### src/rtl/wshb_arbiter_if.sv
// Single Wishbone classic link. "master" drives the request side, "slave" returns ack/data.
interface wshb_arbiter_if #(
  parameter int ADDR_W = 32,
  parameter int DATA_W = 32
);
  logic                  cyc;
  logic                  stb;
  logic                  we;
  logic [ADDR_W-1:0]     adr;
  logic [DATA_W-1:0]     dat_ms;
  logic [DATA_W/8-1:0]   sel;
  logic                  ack;
  logic [DATA_W-1:0]     dat_sm;

  modport master (output cyc, stb, we, adr, dat_ms, sel, input ack, dat_sm);
  modport slave  (input cyc, stb, we, adr, dat_ms, sel, output ack, dat_sm);
endinterface

### src/rtl/wshb_arbiter.sv
// Two-master round-robin Wishbone arbiter with a per-grant ack budget in front of one slave.
// Optional statistics counters are enabled with `define WSHB_ARBITER_STATS_EN.
module wshb_arbiter #(
  parameter int ADDR_W   = 32,
  parameter int DATA_W   = 32,
  parameter int MAX_ACKS = 64
) (
  input  logic            clk,
  input  logic            rst,
  wshb_arbiter_if.slave   m0,
  wshb_arbiter_if.slave   m1,
  wshb_arbiter_if.master  s,
  output logic [1:0]      gnt
`ifdef WSHB_ARBITER_STATS_EN
  ,
  output logic [31:0]     m0_ack_cnt,
  output logic [31:0]     m1_ack_cnt,
  output logic [15:0]     switch_cnt
`endif
);

  localparam int CNT_W = $clog2(MAX_ACKS + 1);
  localparam logic [CNT_W-1:0] CNT_MAX = CNT_W'(MAX_ACKS);

  typedef enum logic [1:0] {
    IDLE = 2'b00,
    GNT0 = 2'b01,
    GNT1 = 2'b10
  } state_t;

  state_t               r_state;
  state_t               w_next;
  logic                 r_last;      // 1: master 1 was served last
  logic [CNT_W-1:0]     r_cnt;
  logic [CNT_W-1:0]     w_cnt_inc;
  logic                 w_ack_live;
  logic                 w_budget;
  logic                 w_preempt;

  logic                 w_cyc;
  logic                 w_stb;
  logic                 w_we;
  logic [ADDR_W-1:0]    w_adr;
  logic [DATA_W-1:0]    w_dat_ms;
  logic [DATA_W/8-1:0]  w_sel;
  logic                 w_ack0;
  logic                 w_ack1;

  assign w_ack_live = s.ack && (r_state != IDLE);
  assign w_cnt_inc  = (w_ack_live && (r_cnt != CNT_MAX)) ? r_cnt + 1'b1 : r_cnt;
  assign w_budget   = (w_cnt_inc == CNT_MAX);

  // Pre-emption only at an ack edge or between strobes, so a classic cycle is never cut.
  always_comb begin
    w_next    = r_state;
    w_preempt = 1'b0;
    case (r_state)
      IDLE: begin
        if (m0.cyc && (!m1.cyc || r_last))
          w_next = GNT0;
        else if (m1.cyc)
          w_next = GNT1;
      end
      GNT0: begin
        if (!m0.cyc) begin
          w_next = m1.cyc ? GNT1 : IDLE;
        end else if (w_budget && m1.cyc && (s.ack || !m0.stb)) begin
          w_next    = GNT1;
          w_preempt = 1'b1;
        end
      end
      GNT1: begin
        if (!m1.cyc) begin
          w_next = m0.cyc ? GNT0 : IDLE;
        end else if (w_budget && m0.cyc && (s.ack || !m1.stb)) begin
          w_next    = GNT0;
          w_preempt = 1'b1;
        end
      end
      default: w_next = IDLE;
    endcase
  end

  always_comb begin
    w_cyc    = 1'b0;
    w_stb    = 1'b0;
    w_we     = 1'b0;
    w_adr    = '0;
    w_dat_ms = '0;
    w_sel    = '0;
    w_ack0   = 1'b0;
    w_ack1   = 1'b0;
    case (r_state)
      GNT0: begin
        w_cyc    = m0.cyc;
        w_stb    = m0.stb;
        w_we     = m0.we;
        w_adr    = m0.adr;
        w_dat_ms = m0.dat_ms;
        w_sel    = m0.sel;
        w_ack0   = s.ack;
      end
      GNT1: begin
        w_cyc    = m1.cyc;
        w_stb    = m1.stb;
        w_we     = m1.we;
        w_adr    = m1.adr;
        w_dat_ms = m1.dat_ms;
        w_sel    = m1.sel;
        w_ack1   = s.ack;
      end
      default: ;
    endcase
  end

  assign s.cyc     = w_cyc;
  assign s.stb     = w_stb;
  assign s.we      = w_we;
  assign s.adr     = w_adr;
  assign s.dat_ms  = w_dat_ms;
  assign s.sel     = w_sel;
  assign m0.ack    = w_ack0;
  assign m1.ack    = w_ack1;
  assign m0.dat_sm = s.dat_sm;
  assign m1.dat_sm = s.dat_sm;
  assign gnt       = r_state;

  always_ff @(posedge clk or posedge rst) begin
    if (rst) begin
      r_state <= IDLE;
      r_last  <= 1'b1;
      r_cnt   <= '0;
    end else begin
      r_state <= w_next;
      if (w_next == GNT0)
        r_last <= 1'b0;
      else if (w_next == GNT1)
        r_last <= 1'b1;
      r_cnt <= (w_next != r_state) ? '0 : w_cnt_inc;
    end
  end

`ifdef WSHB_ARBITER_STATS_EN
  logic [31:0] r_m0_ack_cnt;
  logic [31:0] r_m1_ack_cnt;
  logic [15:0] r_switch_cnt;

  always_ff @(posedge clk or posedge rst) begin
    if (rst) begin
      r_m0_ack_cnt <= '0;
      r_m1_ack_cnt <= '0;
      r_switch_cnt <= '0;
    end else begin
      if (w_ack0)
        r_m0_ack_cnt <= r_m0_ack_cnt + 32'd1;
      if (w_ack1)
        r_m1_ack_cnt <= r_m1_ack_cnt + 32'd1;
      if (w_preempt)
        r_switch_cnt <= r_switch_cnt + 16'd1;
    end
  end

  assign m0_ack_cnt = r_m0_ack_cnt;
  assign m1_ack_cnt = r_m1_ack_cnt;
  assign switch_cnt = r_switch_cnt;
`endif

endmodule

### src/flat_wrapper.sv
// flat-port wrapper written by rule: the top's interface ports become plain ports
module wshb_arbiter_flat 
#(
  parameter int ADDR_W   = 32,
  parameter int DATA_W   = 32,
  parameter int MAX_ACKS = 64
)
  (clk, rst, gnt, m0_cyc, m0_stb, m0_we, m0_adr, m0_dat_ms, m0_sel, m0_ack, m0_dat_sm, m1_cyc, m1_stb, m1_we, m1_adr, m1_dat_ms, m1_sel, m1_ack, m1_dat_sm, s_cyc, s_stb, s_we, s_adr, s_dat_ms, s_sel, s_ack, s_dat_sm);
  wshb_arbiter_if #(.ADDR_W(ADDR_W), .DATA_W(DATA_W)) m0_i ();
  wshb_arbiter_if #(.ADDR_W(ADDR_W), .DATA_W(DATA_W)) m1_i ();
  wshb_arbiter_if #(.ADDR_W(ADDR_W), .DATA_W(DATA_W)) s_i ();
  input  logic clk;
  input  logic rst;
  output logic [1:0] gnt;
  input wire logic [$bits(m0_i.cyc)-1:0] m0_cyc;
  input wire logic [$bits(m0_i.stb)-1:0] m0_stb;
  input wire logic [$bits(m0_i.we)-1:0] m0_we;
  input wire logic [$bits(m0_i.adr)-1:0] m0_adr;
  input wire logic [$bits(m0_i.dat_ms)-1:0] m0_dat_ms;
  input wire logic [$bits(m0_i.sel)-1:0] m0_sel;
  output wire logic [$bits(m0_i.ack)-1:0] m0_ack;
  output wire logic [$bits(m0_i.dat_sm)-1:0] m0_dat_sm;
  input wire logic [$bits(m1_i.cyc)-1:0] m1_cyc;
  input wire logic [$bits(m1_i.stb)-1:0] m1_stb;
  input wire logic [$bits(m1_i.we)-1:0] m1_we;
  input wire logic [$bits(m1_i.adr)-1:0] m1_adr;
  input wire logic [$bits(m1_i.dat_ms)-1:0] m1_dat_ms;
  input wire logic [$bits(m1_i.sel)-1:0] m1_sel;
  output wire logic [$bits(m1_i.ack)-1:0] m1_ack;
  output wire logic [$bits(m1_i.dat_sm)-1:0] m1_dat_sm;
  output wire logic [$bits(s_i.cyc)-1:0] s_cyc;
  output wire logic [$bits(s_i.stb)-1:0] s_stb;
  output wire logic [$bits(s_i.we)-1:0] s_we;
  output wire logic [$bits(s_i.adr)-1:0] s_adr;
  output wire logic [$bits(s_i.dat_ms)-1:0] s_dat_ms;
  output wire logic [$bits(s_i.sel)-1:0] s_sel;
  input wire logic [$bits(s_i.ack)-1:0] s_ack;
  input wire logic [$bits(s_i.dat_sm)-1:0] s_dat_sm;
  assign m0_i.cyc = m0_cyc;
  assign m0_i.stb = m0_stb;
  assign m0_i.we = m0_we;
  assign m0_i.adr = m0_adr;
  assign m0_i.dat_ms = m0_dat_ms;
  assign m0_i.sel = m0_sel;
  assign m0_ack = m0_i.ack;
  assign m0_dat_sm = m0_i.dat_sm;
  assign m1_i.cyc = m1_cyc;
  assign m1_i.stb = m1_stb;
  assign m1_i.we = m1_we;
  assign m1_i.adr = m1_adr;
  assign m1_i.dat_ms = m1_dat_ms;
  assign m1_i.sel = m1_sel;
  assign m1_ack = m1_i.ack;
  assign m1_dat_sm = m1_i.dat_sm;
  assign s_cyc = s_i.cyc;
  assign s_stb = s_i.stb;
  assign s_we = s_i.we;
  assign s_adr = s_i.adr;
  assign s_dat_ms = s_i.dat_ms;
  assign s_sel = s_i.sel;
  assign s_i.ack = s_ack;
  assign s_i.dat_sm = s_dat_sm;
  wshb_arbiter #(.ADDR_W(ADDR_W), .DATA_W(DATA_W), .MAX_ACKS(MAX_ACKS)) u_core (.clk(clk), .rst(rst), .m0(m0_i), .m1(m1_i), .s(s_i), .gnt(gnt));
endmodule
### config.mk
export PLATFORM = sky130hd
export DESIGN_NAME = wshb_arbiter_flat
export DESIGN_NICKNAME = d
export VERILOG_FILES = /design/src/rtl/wshb_arbiter_if.sv /design/src/rtl/wshb_arbiter.sv /design/src/flat_wrapper.sv
export SDC_FILE = /design/constraint.sdc
export NUM_CORES = 1
export LEC_CHECK = 0
export ABC_AREA = 1
export CAP_MARGIN = 20
export CORE_AREA = 2 2 122 124
export CTS_CLUSTER_DIAMETER = 120
export DETAILED_ROUTE_END_ITERATION = 6
export DIE_AREA = 0 0 124 126
export GPL_TIMING_DRIVEN = 0
export SKIP_CTS_REPAIR_TIMING = 1
export SLEW_MARGIN = 40
export SYNTH_ARGS = -nofsm -noshare
export SYNTH_HDL_FRONTEND = slang
export SYNTH_SLANG_ARGS = --single-unit
export TNS_END_PERCENT = 1
### constraint.sdc
create_clock -name clk -period 2.24 [get_ports clk]
set_clock_uncertainty 0.2 [all_clocks]
set_input_delay 0.672 -clock clk [delete_from_list [all_inputs] [get_ports clk]]
set_output_delay 0.672 -clock clk [all_outputs]
set_load 0.005 [all_outputs]
Figure 1. Clock wiring as the flow saved it.
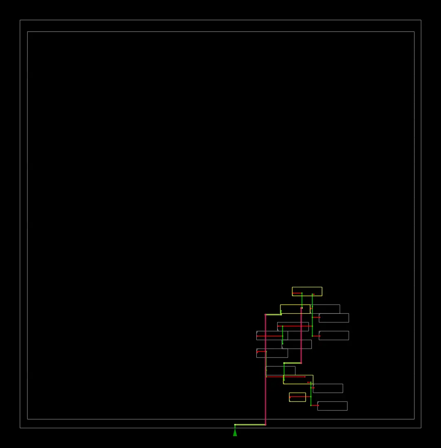
Num Clock Sinks: 10
number of buffers created by CTS: 3

Figure 2. Sizing map.
Scale bar: 20 µm.
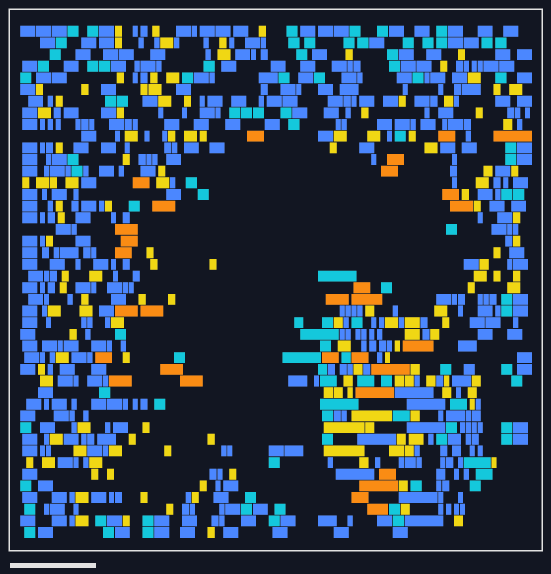
size	color	cells	share
x1 and smaller	blue	471	63%
x6 and larger	orange	30	4.0%
x2	yellow	143	19%
x3 and x4	cyan	98	13%
Post-Layout Inst Area: 5850 µm²
Setup WS post-layout: -286 ps

Figure 3. Cells colored by class.
Scale bar: 20 µm.
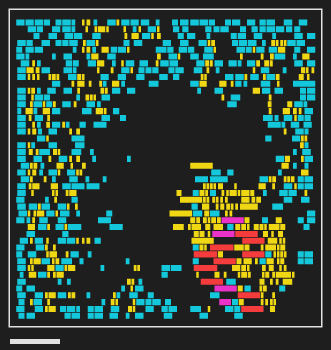
class	color	cells	share of their area
remaining buffers and delay cells	cyan	392	62%
clock drivers and dummy loads	magenta	4	1.6%
sequential cells	red	10	4.5%
remaining logic cells	yellow	336	32%

Figure 4. Clock wires, drivers and flops.
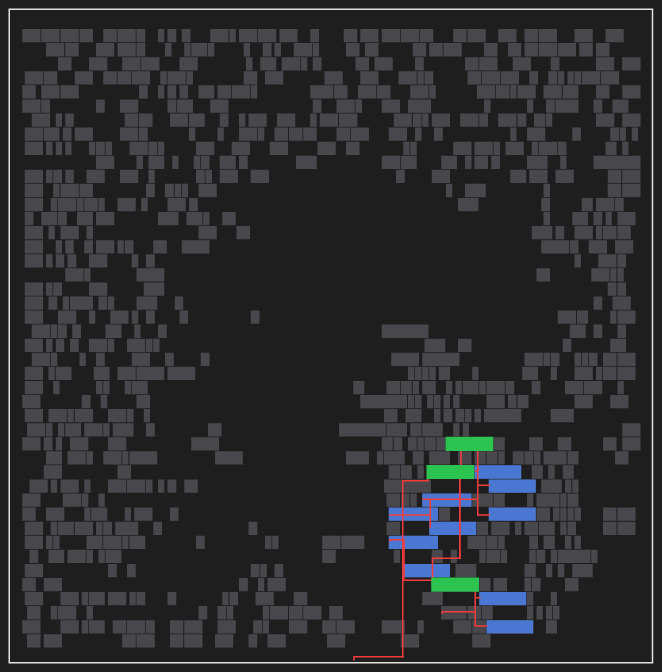
[clock-net drivers] green | count: 3
[clock wires] red | length: 169 µm
[flip-flops] blue | count: 10
routed clock nets	4
flops lie	south-east

==> impl.org <==
#+TITLE: Flow metrics

** Status
- Run status :: complete, but fails checks
- Failing checks :: negative setup slack

** Min path
- Hold/Removal Path Class :: flip-flop to flip-flop
- The path with the worst hold slack has its endpoint at u_core.r_last.
- The launch point of the worst min-delay path is recorded as u_core.r_last.
- Hold Path Depth :: 2

** Final layout
- For this run, the post-layout net count is slightly above 900.
- By area, non-clock buffers come first.
- Logic share of the area :: 0.290
- Signal buffers share of area :: 0.594
- Per the layout area report, the register area comes to around 250 µm².
- Layout area overhead :: 143%
- Largest Register :: u_core.r_cnt
- Buffers excl. clock :: just under 400
- The layout report lists the clock-cell share of area as 0.0152.
- Most frequent logic cell in the layout :: clkdlybuf4s50_1
- For this run, combinational gates with multiple inputs come to 310.

** Setup path
- The endpoint identified for the worst register-to-register timing path is u_core.r_last.
- All stages included, the depth of the critical timing path comes to 7.
- Per STA, the startpoint of the critical path is u_core.gnt[1].
- Startpoint types :: flip-flop
- Sort of element at the end of the critical path :: output port
- The most critical setup path has its endpoint at s_dat_ms[15].

** Power and ir drop
- Main power-consuming group :: combinational cells
- Reg power frac :: 0.062
- Internal power consumption :: 0.00251 W
- P_comb :: about 0.0042 W
- Fraction of power spent switching nets :: 0.483
- Clock Power Share :: 0.072
- Reported clock group power :: approximately 0.00035 W
- The script extracted a net switching power of approximately 0.0023 W.

** Global route
- Via count of the first global-routing pass :: around 3500
- Overall overflow remaining after global route :: 0
- Met3 capacity usage during global routing :: 0.0466
- Entering global routing, the biggest net connects 11 pins.

** Route
- Summed over all nets, wire length on met3 after detailed routing comes to 1.31 mm.
- The detailed router reports a met2 wire length of about 7 mm.
- The routed layout has around 3800 vias.
- In the per-layer breakdown of the detailed-route log, met1 shows ~5.5 mm.

** Synth
- The synthesized netlist occupies a cell area of between 2000 and 2500 µm².
- Averaged over all synthesized cells, the footprint is ~5.5 µm².
- The synthesized netlist handed to floorplanning was reported with a cell count of 434.
- The share of synthesized area in the top cell type comes to 0.269.
- Portion of the post-synthesis area used by sequential elements :: 0.105
- Yosys printed 0 warnings.
- Syn Nets :: 618
- Per the Yosys statistics, synthesis produced ~430 cells.
- In the synthesized netlist the dominant register cell turns out to be dfrtp_1.
- The synthesis report lists the most area-consuming cells as nand2_1, buf_4, a21oi_1.
- Of all flip-flops after synthesis, the portion carrying an async set or reset was 1.00.

** Clock tree
- CTS built an H-tree with a depth of 1.
- Clock slew at the register clock pins of the worst setup and hold paths :: 40 ps
- The tree is rooted in a clkbuf_16.
- CTS tree :: built

** Timing
- The last timing report of the flow puts the setup violation total at 80.
- Setup WS post-layout :: -286 ps
- Adding up every negative setup slack in the final design gives -15850 ps.
- Count of pins over their slew limit :: 0
- Setup repair after global routing could not meet its margin everywhere.

** Job
- Total tool warning count :: 32

** Placed design
- Detailed placement finished with a half-perimeter wire length of roughly 12 mm.
- Routability-driven placement finished with a final weighted congestion of between 0.8 and 0.9.
- Placed Cells incl. Taps :: 901
## Yosys cell counts (3+ instances only)
| cell | number |
|---|---|
| buf_4 | 64 |
| o21ai_0 | 3 |
| nand4_1 | 3 |
| a21oi_1 | 75 |
| inv_1 | 21 |
| nor2_2 | 8 |
| dfrtp_1 | 9 |
| nand3_1 | 9 |
| ha_1 | 7 |
| clkbuf_1 | 23 |
| nand2_2 | 10 |
| inv_2 | 4 |
| nor2_1 | 11 |
| nand2_1 | 172 |
## logic make-up after synthesis
logic type	after synthesis	share of synthesized area
flops	10	0.105
xor+xnor	1	0.00364
buf+inv	114	0.281
simple gates	222	0.405
fa+ha+maj	7	0.0364
compound gates	80	0.169
Power figures rest on the tool's default switching activity, not on a simulated workload.
